File: src/rtl/hazard_forward_ctrl_pkg.sv
// Shared constants for the EX-stage forwarding controller: mux select codes,
// the hard-wired zero register and the bit layout of a pipeline stage record.
package hazard_forward_ctrl_pkg;

    // Operand mux select encoding; 2'b11 is never driven.
    localparam logic [1:0] FWD_REGFILE = 2'b00;
    localparam logic [1:0] FWD_WB      = 2'b01;
    localparam logic [1:0] FWD_MEM     = 2'b10;

    localparam int REG_ZERO = 0;

    // Stage record packed as {dst, mem_read, reg_write, valid}, LSB first.
    localparam int REC_VALID     = 0;
    localparam int REC_REG_WRITE = 1;
    localparam int REC_MEM_READ  = 2;
    localparam int REC_DST_LSB   = 3;

    typedef enum logic [1:0] {
        STG_EX  = 2'd0,
        STG_MEM = 2'd1,
        STG_WB  = 2'd2
    } stage_e;

    function automatic int rec_width(input int reg_aw);
        return reg_aw + REC_DST_LSB;
    endfunction

endpackage

File: src/rtl/hazard_forward_ctrl_if.sv
// ID-stage instruction fields in, forwarding selects / stall / debug out.
// stall acts as the not-ready of the ID stage: an ID instruction is accepted
// on a posedge only when id_valid=1, stall=0 and flush=0; otherwise it is held.
interface hazard_forward_ctrl_if #(
    parameter int REG_AW = 5,
    parameter int CNT_W  = 32
);
    localparam int REC_W = REG_AW + 3;

    logic              id_valid;
    logic [REG_AW-1:0] id_rs;
    logic [REG_AW-1:0] id_rt;
    logic              id_use_rs;
    logic              id_use_rt;
    logic [REG_AW-1:0] id_dst;
    logic              id_reg_write;
    logic              id_mem_read;
    logic              flush;

    logic [1:0]        fwd_a_sel;
    logic [1:0]        fwd_b_sel;
    logic              stall;
    logic [CNT_W-1:0]  stall_count;
    logic [3*REC_W-1:0] pipe_dbg;

    modport master (
        output id_valid, id_rs, id_rt, id_use_rs, id_use_rt,
               id_dst, id_reg_write, id_mem_read, flush,
        input  fwd_a_sel, fwd_b_sel, stall, stall_count, pipe_dbg
    );

    modport slave (
        input  id_valid, id_rs, id_rt, id_use_rs, id_use_rt,
               id_dst, id_reg_write, id_mem_read, flush,
        output fwd_a_sel, fwd_b_sel, stall, stall_count, pipe_dbg
    );

endinterface

File: src/rtl/hazard_forward_ctrl_stage.sv
// One pipeline stage record (valid, dst, reg_write, mem_read) with a
// synchronous active-low clear.
module hazard_stage_reg #(
    parameter int REC_W = 8
) (
    input  logic             clk,
    input  logic             clr_n,
    input  logic [REC_W-1:0] d,
    output logic [REC_W-1:0] q
);

    always_ff @(posedge clk) begin
        if (!clr_n) begin
            q <= '0;
        end else begin
            q <= d;
        end
    end

endmodule

File: src/rtl/hazard_forward_ctrl.sv
// EX operand forwarding and load-use stall controller for a 5-stage pipeline.
// Shadows in-flight destinations and registers the operand mux selects.
module hazard_forward_ctrl
    import hazard_forward_ctrl_pkg::*;
#(
    parameter int REG_AW = 5,
    parameter int CNT_W  = 32
) (
    input logic                 clk,
    input logic                 rst_n,
    hazard_forward_ctrl_if.slave bus
);

    localparam int REC_W = rec_width(REG_AW);

    logic [REC_W-1:0] ex_rec;
    logic [REC_W-1:0] mem_rec;
    logic [REC_W-1:0] wb_rec;
    logic [REC_W-1:0] new_rec;

    logic             issue;
    logic             stall_c;
    logic             load_use_a;
    logic             load_use_b;
    logic [1:0]       sel_a_c;
    logic [1:0]       sel_b_c;
    logic [1:0]       fwd_a_q;
    logic [1:0]       fwd_b_q;
    logic [CNT_W-1:0] stall_count_q;

    function automatic logic rec_match(
        input logic [REC_W-1:0]  rec,
        input logic [REG_AW-1:0] r
    );
        logic [REG_AW-1:0] dst;
        dst = rec[REC_DST_LSB +: REG_AW];
        return rec[REC_VALID] & rec[REC_REG_WRITE] &
               (dst != REG_AW'(REG_ZERO)) & (dst == r);
    endfunction

    // EX/MEM (younger) beats MEM/WB; the WB-stage producer relies on a
    // write-before-read register file and is never forwarded.
    function automatic logic [1:0] fwd_select(
        input logic [REC_W-1:0]  ex_r,
        input logic [REC_W-1:0]  mem_r,
        input logic [REG_AW-1:0] r,
        input logic              use_r
    );
        logic [1:0] sel;
        sel = FWD_REGFILE;
        if (use_r && rec_match(ex_r, r)) begin
            sel = FWD_MEM;
        end else if (use_r && rec_match(mem_r, r)) begin
            sel = FWD_WB;
        end
        return sel;
    endfunction

    always_comb begin
        load_use_a = bus.id_use_rs & rec_match(ex_rec, bus.id_rs);
        load_use_b = bus.id_use_rt & rec_match(ex_rec, bus.id_rt);
        stall_c    = bus.id_valid & ~bus.flush & ex_rec[REC_MEM_READ] &
                     (load_use_a | load_use_b);
        issue      = bus.id_valid & ~stall_c & ~bus.flush;
    end

    always_comb begin
        new_rec = '0;
        if (issue) begin
            new_rec[REC_VALID]               = 1'b1;
            new_rec[REC_REG_WRITE]           = bus.id_reg_write;
            new_rec[REC_MEM_READ]            = bus.id_mem_read;
            new_rec[REC_DST_LSB +: REG_AW]   = bus.id_dst;
        end
    end

    always_comb begin
        sel_a_c = FWD_REGFILE;
        sel_b_c = FWD_REGFILE;
        if (issue) begin
            sel_a_c = fwd_select(ex_rec, mem_rec, bus.id_rs, bus.id_use_rs);
            sel_b_c = fwd_select(ex_rec, mem_rec, bus.id_rt, bus.id_use_rt);
        end
    end

    hazard_stage_reg #(.REC_W(REC_W)) u_stage_ex (
        .clk   (clk),
        .clr_n (rst_n),
        .d     (new_rec),
        .q     (ex_rec)
    );

    hazard_stage_reg #(.REC_W(REC_W)) u_stage_mem (
        .clk   (clk),
        .clr_n (rst_n),
        .d     (ex_rec),
        .q     (mem_rec)
    );

    hazard_stage_reg #(.REC_W(REC_W)) u_stage_wb (
        .clk   (clk),
        .clr_n (rst_n),
        .d     (mem_rec),
        .q     (wb_rec)
    );

    always_ff @(posedge clk) begin
        if (!rst_n) begin
            fwd_a_q <= FWD_REGFILE;
            fwd_b_q <= FWD_REGFILE;
        end else begin
            fwd_a_q <= sel_a_c;
            fwd_b_q <= sel_b_c;
        end
    end

    always_ff @(posedge clk) begin
        if (!rst_n) begin
            stall_count_q <= '0;
        end else if (stall_c && (stall_count_q != {CNT_W{1'b1}})) begin
            stall_count_q <= stall_count_q + CNT_W'(1);
        end
    end

    assign bus.fwd_a_sel   = fwd_a_q;
    assign bus.fwd_b_sel   = fwd_b_q;
    assign bus.stall       = stall_c;
    assign bus.stall_count = stall_count_q;
    assign bus.pipe_dbg    = {wb_rec, mem_rec, ex_rec};

endmodule

File: src/flat_wrapper.sv
// flat-port wrapper written by rule: the top's interface ports become plain ports
module hazard_forward_ctrl_flat import hazard_forward_ctrl_pkg::*;
#(
    parameter int REG_AW = 5,
    parameter int CNT_W  = 32
)
  (clk, rst_n, bus_id_valid, bus_id_rs, bus_id_rt, bus_id_use_rs, bus_id_use_rt, bus_id_dst, bus_id_reg_write, bus_id_mem_read, bus_flush, bus_fwd_a_sel, bus_fwd_b_sel, bus_stall, bus_stall_count, bus_pipe_dbg);
  hazard_forward_ctrl_if #(.REG_AW(REG_AW), .CNT_W(CNT_W)) bus_i ();
  input logic clk;
  input logic rst_n;
  input wire logic [$bits(bus_i.id_valid)-1:0] bus_id_valid;
  input wire logic [$bits(bus_i.id_rs)-1:0] bus_id_rs;
  input wire logic [$bits(bus_i.id_rt)-1:0] bus_id_rt;
  input wire logic [$bits(bus_i.id_use_rs)-1:0] bus_id_use_rs;
  input wire logic [$bits(bus_i.id_use_rt)-1:0] bus_id_use_rt;
  input wire logic [$bits(bus_i.id_dst)-1:0] bus_id_dst;
  input wire logic [$bits(bus_i.id_reg_write)-1:0] bus_id_reg_write;
  input wire logic [$bits(bus_i.id_mem_read)-1:0] bus_id_mem_read;
  input wire logic [$bits(bus_i.flush)-1:0] bus_flush;
  output wire logic [$bits(bus_i.fwd_a_sel)-1:0] bus_fwd_a_sel;
  output wire logic [$bits(bus_i.fwd_b_sel)-1:0] bus_fwd_b_sel;
  output wire logic [$bits(bus_i.stall)-1:0] bus_stall;
  output wire logic [$bits(bus_i.stall_count)-1:0] bus_stall_count;
  output wire logic [$bits(bus_i.pipe_dbg)-1:0] bus_pipe_dbg;
  assign bus_i.id_valid = bus_id_valid;
  assign bus_i.id_rs = bus_id_rs;
  assign bus_i.id_rt = bus_id_rt;
  assign bus_i.id_use_rs = bus_id_use_rs;
  assign bus_i.id_use_rt = bus_id_use_rt;
  assign bus_i.id_dst = bus_id_dst;
  assign bus_i.id_reg_write = bus_id_reg_write;
  assign bus_i.id_mem_read = bus_id_mem_read;
  assign bus_i.flush = bus_flush;
  assign bus_fwd_a_sel = bus_i.fwd_a_sel;
  assign bus_fwd_b_sel = bus_i.fwd_b_sel;
  assign bus_stall = bus_i.stall;
  assign bus_stall_count = bus_i.stall_count;
  assign bus_pipe_dbg = bus_i.pipe_dbg;
  hazard_forward_ctrl #(.REG_AW(REG_AW), .CNT_W(CNT_W)) u_core (.clk(clk), .rst_n(rst_n), .bus(bus_i));
endmodule
File: config.mk
export PLATFORM = sky130hd
export DESIGN_NAME = hazard_forward_ctrl_flat
export DESIGN_NICKNAME = d
export VERILOG_FILES = /design/src/rtl/hazard_forward_ctrl_pkg.sv /design/src/rtl/hazard_forward_ctrl_if.sv /design/src/rtl/hazard_forward_ctrl_stage.sv /design/src/rtl/hazard_forward_ctrl.sv /design/src/flat_wrapper.sv
export SDC_FILE = /design/constraint.sdc
export NUM_CORES = 1
export LEC_CHECK = 0
export ABC_AREA = 1
export CORE_ASPECT_RATIO = 1.4
export CORE_MARGIN = 2
export CORE_UTILIZATION = 25
export CTS_CLUSTER_DIAMETER = 40
export DETAILED_ROUTE_END_ITERATION = 12
export PLACE_DENSITY = 0.43
export SETUP_SLACK_MARGIN = 0.1
export SLEW_MARGIN = 0
export SYNTH_ARGS = -nofsm -noshare
export SYNTH_HDL_FRONTEND = slang
export SYNTH_HIERARCHICAL = 1
export SYNTH_SLANG_ARGS = --single-unit
File: constraint.sdc
create_clock -name clk -period 4.1 [get_ports clk]
set_input_delay 0.82 -clock clk [delete_from_list [all_inputs] [get_ports clk]]
set_output_delay 0.82 -clock clk [all_outputs]
set_load 0.02 [all_outputs]
==> run_1/metal_stack.png <==
Only two layers are drawn.
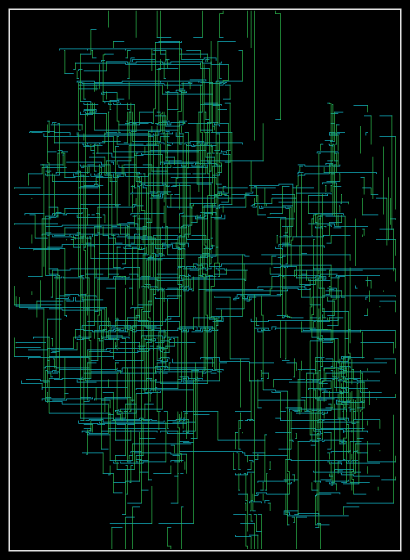
Key: met2 = green [wire length 5,820 µm]; met1 = cyan [wire length 4,790 µm]

==> run_1/pins.png <==
Pins as bars across the die edge, other pins in grey.
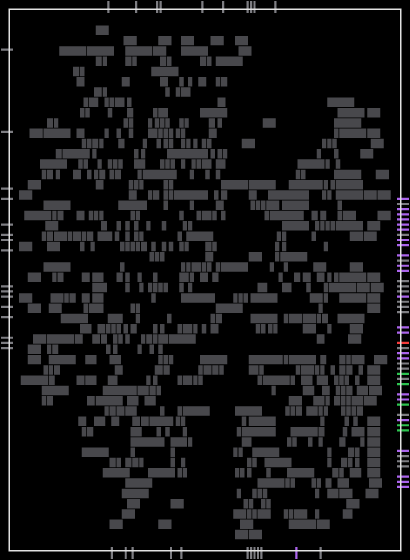
Key: `bus_id_rs` = green [pins 5, direction input, edge right]; `bus_id_mem_read` = red [pins 1, direction input, edge right]; `bus_pipe_dbg` = purple [pins 24, direction output, edge 23 right, 1 bottom]
All pins by edge: 46 right, 16 left, 12 bottom, 10 top.

==> impl_metrics.xml, run 1 <==
<?xml version="1.0" encoding="UTF-8"?>
<metrics>
  <group name="status">
    <metric name="outcome" unit="">finished, final reports clean</metric>
  </group>
  <group name="logic_synthesis">
    <metric name="post-synth-top-area-fraction" unit="">0.349</metric>
    <metric name="ys_top_cells_by_area" unit="">dfxtp_1 35%, nand2_1 20%, nor2_1 7.9%</metric>
    <metric name="yosys.area_share.simple" unit="">0.432</metric>
    <metric name="number_of_warnings_issued_by_yosys" unit="">6</metric>
    <metric name="yosysTopAreaCell" unit="">dfxtp_1</metric>
    <metric name="synth_compound_gate_area_share" unit="">0.0582</metric>
    <metric name="synth_cell_type_count" unit="">28</metric>
    <metric name="netlist_instances" unit="">543</metric>
    <metric name="ys.flop_type" unit="">dfxtp_1</metric>
  </group>
  <group name="power">
    <metric name="power.share.switching" unit="">0.226</metric>
    <metric name="comb_power" unit="µW">77.5</metric>
    <metric name="pwr.group.sequential" unit="µW">593</metric>
    <metric name="cellLeakagePower" unit="µW">0.00194</metric>
    <metric name="pwr-share-seq" unit="">0.396</metric>
    <metric name="power.net_switching" unit="µW">339</metric>
    <metric name="power.ir.vdd_worst" unit="µV">164</metric>
    <metric name="p_int" unit="µW">1160</metric>
  </group>
  <group name="floorplan">
    <metric name="dieHeight" unit="µm">143</metric>
    <metric name="die_width" unit="µm">103</metric>
    <metric name="rows" unit="">50</metric>
    <metric name="dieArea" unit="µm²">14700</metric>
  </group>
  <group name="global_route">
    <metric name="grt_antenna_before_repair" unit="">0</metric>
    <metric name="groute.usage.overall" unit="">0.161</metric>
    <metric name="wire_length_of_the_first_global_routing_pass" unit="µm">18100</metric>
    <metric name="first_global_vias" unit="">3503</metric>
    <metric name="grt_start_max_net_pins" unit="">34</metric>
    <metric name="global_routing_met1_resource_utilization" unit="">0.185</metric>
    <metric name="grt_overflow" unit="">0</metric>
  </group>
  <group name="setup_path">
    <metric name="path_max_fanout" unit="">4</metric>
    <metric name="cp_cell_sequence" unit="">clkdlybuf4s50_1, inv_1, a21oi_1, nand2_1, nor2_1, nand3_1, nand2_1, nand2_1, inv_1, clkdlybuf4s50_1</metric>
    <metric name="ff2ff_path_depth" unit="">8</metric>
    <metric name="criticalPathCategory" unit="">input pin to output port</metric>
    <metric name="logic_depth_of_the_worst_path_buffers_included" unit="">10</metric>
    <metric name="worst_ep_required_time" unit="ps">3280</metric>
    <metric name="crit_path_top_delay_cell" unit="">clkdlybuf4s50_1</metric>
    <metric name="crit_end_element" unit="">output port</metric>
  </group>
  <group name="sta">
    <metric name="postLayoutSetupSlackWorst" unit="ps">554</metric>
    <metric name="finalMaxSlewViolations" unit="">0</metric>
    <metric name="timing.final.hold_violations" unit="">0</metric>
  </group>
  <group name="cells_and_area">
    <metric name="flops" unit="">60</metric>
    <metric name="area_share_clock_buf_inv" unit="">0.0685</metric>
    <metric name="postLayoutCellArea" unit="µm²">4750</metric>
    <metric name="antenna-diode-count" unit="">0</metric>
    <metric name="nonClockInverterCount" unit="">68</metric>
    <metric name="multi_input_comb_cells" unit="">397</metric>
    <metric name="syn_to_final_growth" unit="%">38.1</metric>
    <metric name="layout.cells.most_common_list" unit="">186 x nand2_1, 83 x clkdlybuf4s50_1, 72 x nor2_1, 67 x inv_1, 60 x dfxtp_1</metric>
    <metric name="number_of_inserted_filler_cells_in_the_final_layout" unit="">1515</metric>
    <metric name="layout.non_clock_buffers" unit="">86</metric>
  </group>
  <group name="clock_tree">
    <metric name="clk-insertion-delay-late" unit="ps">330</metric>
    <metric name="ctsLongestPathBuffers" unit="">2</metric>
    <metric name="ctsHoldBuffers" unit="">0</metric>
  </group>
  <group name="place">
    <metric name="dpl-instance-area" unit="µm²">4420</metric>
    <metric name="dp.cells" unit="">793</metric>
  </group>
  <group name="drt">
    <metric name="routed_wirelength" unit="µm">11400</metric>
    <metric name="met2_length" unit="µm">5820</metric>
  </group>
</metrics>
==> run_1/final_clocks.png <==
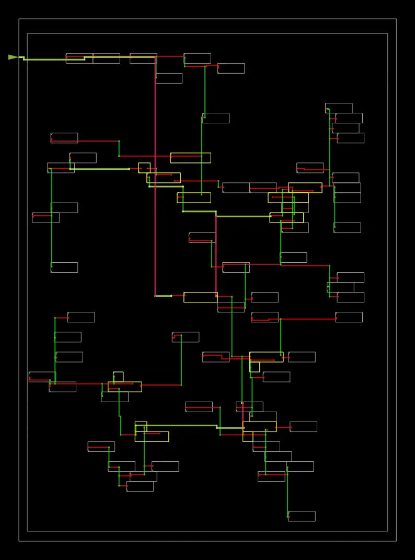
layout clock buffer count: 9
post-route clock skew: 9.69 ps

run 1: sequential cells by signal, indices dropped and copies added, names as in the netlist:
| register | flops |
|---|---|
| u_core/bus.stall_count | 32 |
| u_core/u_stage_ex/q | 8 |
| u_core/u_stage_mem/q | 8 |
| u_core/u_stage_wb/q | 8 |
| u_core/bus.fwd_a_sel | 2 |
| u_core/bus.fwd_b_sel | 2 |
run 1: path summary, 6_finish.rpt:
check | start | to | slack [ps]
setup / recovery | bus_id_rs[3] | bus_stall | 550
hold / removal | u_core/u_stage_mem/q[2] | u_core/u_stage_wb/q[2] | 450
setup reg to reg | u_core/bus.stall_count[0] | u_core/bus.stall_count[19] | 1480
hold reg to reg | u_core/u_stage_mem/q[2] | u_core/u_stage_wb/q[2] | 450
==> run_1/registers.png <==
The bar under the picture is 20 µm long. Other sequential cells in the stronger grey, the rest of the logic in the fainter grey.
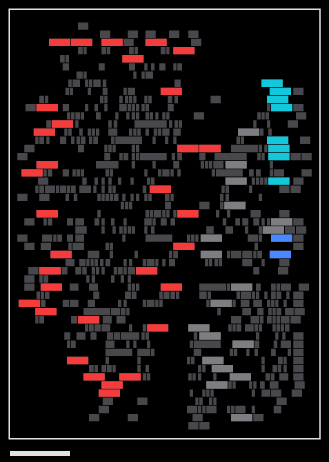

==> run 2: changes to the inputs <==
--- a/config.mk
+++ b/config.mk
@@ -6,7 +6,6 @@
 export NUM_CORES = 1
 export LEC_CHECK = 0
 export ABC_AREA = 1
-export CORE_ASPECT_RATIO = 1.4
 export CORE_MARGIN = 2
 export CORE_UTILIZATION = 25
 export CTS_CLUSTER_DIAMETER = 40
==> run_2/registers.png <==
The bar under the picture is 20 µm long. Other sequential cells in the stronger grey, the rest of the logic in the fainter grey.
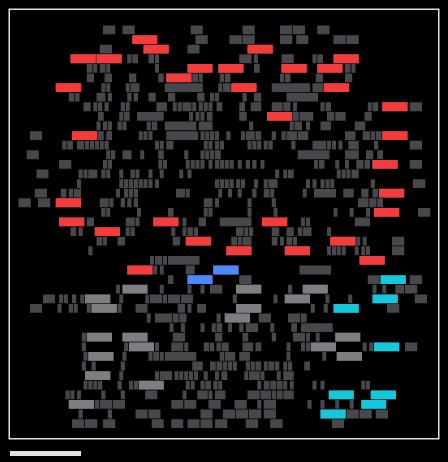
Key: `u_core/bus.stall_count` = red [sequential cells 32]; `u_core/bus.fwd_a_sel` = blue [sequential cells 2]; `u_core/u_stage_wb/q` = cyan [sequential cells 8, where bottom right]

==> run 2 against run 1 <==
  * Clock-buffer cell count is 1 higher
  * Combinational power hardly changed
  * Wire length is 3.6% lower
  * Critical path type unchanged
  * Largest cell class unchanged
  * Largest power group unchanged
==> impl_metrics.xml, run 2 <==
<?xml version="1.0" encoding="UTF-8"?>
<metrics>
  <group name="status">
    <metric name="outcome" unit="">finished, final reports clean</metric>
  </group>
  <group name="logic_synthesis">
    <metric name="syn-cell-area" unit="µm²">3440</metric>
    <metric name="synth_cell_type_count" unit="">28</metric>
    <metric name="yosysTopAreaCell" unit="">dfxtp_1</metric>
    <metric name="yosys.area_share.simple" unit="">0.432</metric>
    <metric name="common_cells" unit="">186 x nand2_1, 72 x nor2_1, 67 x inv_1, 60 x dfxtp_1, 33 x a21oi_1</metric>
    <metric name="number_of_warnings_issued_by_yosys" unit="">6</metric>
    <metric name="netlist_instances" unit="">543</metric>
    <metric name="synth_compound_gate_area_share" unit="">0.0582</metric>
    <metric name="synth.yosys.num_cells" unit="">543</metric>
    <metric name="ys_top_cells_by_area" unit="">dfxtp_1 35%, nand2_1 20%, nor2_1 7.9%</metric>
    <metric name="synth.cellmix.xorXnorShare" unit="">0.0535</metric>
    <metric name="post-synth-top-area-fraction" unit="">0.349</metric>
    <metric name="async_set_or_reset_flop_fraction_in_the_synthesized_netlist" unit="">0</metric>
    <metric name="yosysMostFrequentCell" unit="">nand2_1</metric>
    <metric name="ys.flop_type" unit="">dfxtp_1</metric>
  </group>
  <group name="setup_path">
    <metric name="critical_path.max_stage_delay" unit="ps">610</metric>
    <metric name="crit_path_top_delay_cell" unit="">clkdlybuf4s50_1</metric>
    <metric name="criticalPathCategory" unit="">input pin to output port</metric>
    <metric name="logic_depth_of_the_worst_path_buffers_included" unit="">10</metric>
    <metric name="path_max_fanout" unit="">4</metric>
    <metric name="crit_path_start_kind" unit="">input pin</metric>
    <metric name="critical_path.reg2reg.startpoint" unit="">u_core/bus.stall_count[0]</metric>
    <metric name="worst_ep_required_time" unit="ps">3280</metric>
    <metric name="critical_path.reg2reg.endpoint" unit="">u_core/bus.stall_count[26]</metric>
    <metric name="ff2ff_path_depth" unit="">8</metric>
    <metric name="rrSetupSlack" unit="ps">1520</metric>
    <metric name="cp_cell_sequence" unit="">clkdlybuf4s50_1, nand2_1, nand2_1, nand2_1, nor2_1, nand3_1, nand2_1, nand2_1, inv_1, clkdlybuf4s50_1</metric>
    <metric name="timing.critical_path.from" unit="">bus_id_rt[4]</metric>
    <metric name="worst_setup_path_endpoint" unit="">bus_stall</metric>
    <metric name="crit_end_element" unit="">output port</metric>
  </group>
  <group name="sta">
    <metric name="finalMaxSlewViolations" unit="">0</metric>
    <metric name="timing.final.hold_violations" unit="">0</metric>
    <metric name="grt_setup_unrepaired" unit="">false</metric>
    <metric name="finalClockSkew" unit="ps">6.66</metric>
    <metric name="achievable-frequency" unit="GHz">0.289</metric>
    <metric name="relSlewSlack" unit="">0.318</metric>
    <metric name="postLayoutSetupSlackWorst" unit="ps">636</metric>
    <metric name="final-setup-viol-count" unit="">0</metric>
  </group>
  <group name="cells_and_area">
    <metric name="flip_flop_count_of_the_largest_register_all_copies_and_words_added" unit="">32</metric>
    <metric name="postLayoutCellArea" unit="µm²">4740</metric>
    <metric name="syn_to_final_growth" unit="%">37.9</metric>
    <metric name="antenna-diode-count" unit="">0</metric>
    <metric name="number_of_inserted_filler_cells_in_the_final_layout" unit="">1464</metric>
    <metric name="layout.cells.non_filler" unit="">803</metric>
    <metric name="layout.cells.most_common_list" unit="">186 x nand2_1, 83 x clkdlybuf4s50_1, 72 x nor2_1, 67 x inv_1, 60 x dfxtp_1</metric>
  </group>
  <group name="floorplan">
    <metric name="rows" unit="">42</metric>
    <metric name="die_width" unit="µm">121</metric>
    <metric name="dieHeight" unit="µm">121</metric>
    <metric name="dieArea" unit="µm²">14700</metric>
  </group>
  <group name="global_route">
    <metric name="grt_start_max_net_pins" unit="">34</metric>
    <metric name="wire_length_of_the_first_global_routing_pass" unit="µm">17700</metric>
    <metric name="first_global_vias" unit="">3413</metric>
    <metric name="groute.usage.overall" unit="">0.153</metric>
    <metric name="grt_antenna_before_repair" unit="">0</metric>
    <metric name="grt_overflow" unit="">0</metric>
  </group>
  <group name="power">
    <metric name="cellLeakagePower" unit="µW">0.00195</metric>
    <metric name="power.ir.vdd_worst" unit="µV">188</metric>
    <metric name="power.share.switching" unit="">0.220</metric>
    <metric name="pwr-share-seq" unit="">0.394</metric>
    <metric name="power.net_switching" unit="µW">332</metric>
    <metric name="pwr.group.sequential" unit="µW">593</metric>
    <metric name="comb_power" unit="µW">77.8</metric>
    <metric name="p_int" unit="µW">1170</metric>
  </group>
  <group name="drt">
    <metric name="routed_wirelength" unit="µm">11000</metric>
  </group>
  <group name="clock_tree">
    <metric name="ctsHoldBuffers" unit="">0</metric>
    <metric name="cts_htree_levels" unit="">3</metric>
    <metric name="ctsLongestPathBuffers" unit="">2</metric>
  </group>
  <group name="place">
    <metric name="dp.cells" unit="">787</metric>
    <metric name="dpl-instance-area" unit="µm²">4410</metric>
  </group>
  <group name="run">
    <metric name="log.warning_count" unit="">26</metric>
  </group>
  <group name="min_path">
    <metric name="hold_end" unit="">u_core/u_stage_wb/q[2]</metric>
    <metric name="hold_path_startpoint" unit="">u_core/u_stage_mem/q[2]</metric>
  </group>
</metrics>
==> run_2/final_clocks.png <==
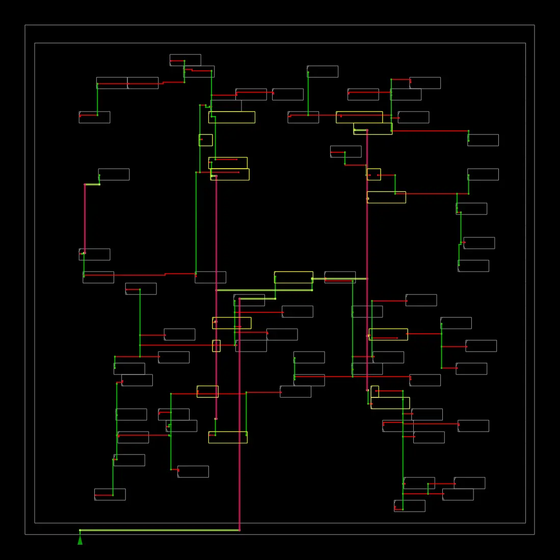
Clock net power: 835 µW
insertion delay at the late pin of the worst-skew pair: 330 ps
layout clock buffer count: 10
sequential cells: 60

[run 2: final cells by class]
cell class / count / share of cell area
clock inverter: 6 / 0.0185
multi-input combinational: 397 / 0.397
clock buffer: 10 / 0.0504
timing repair buffer: 86 / 0.180
tap: 176 / 0.0465
sequential: 60 / 0.253
inverter: 68 / 0.0539
[run 2: worst min-delay path: stages, from the launching register on]
cell	delay [ps]
dfxtp_1	310
nand2_1	60
inv_1	30
[run 2: layer usage]
metal | GRT usage | vias up | wire, µm | share of wire
met5 | 0 | - | 0 | 0
met4 | 0.0582 | 0 | 191 | 0.017
met3 | 0.0188 | 13 | 387 | 0.035
met2 | 0.237 | 70 | 4900 | 0.44
met1 | 0.218 | 1642 | 5540 | 0.50
li1 | - | 1864 | - | -
Power figures rest on the tool's default switching activity, not on a simulated workload.
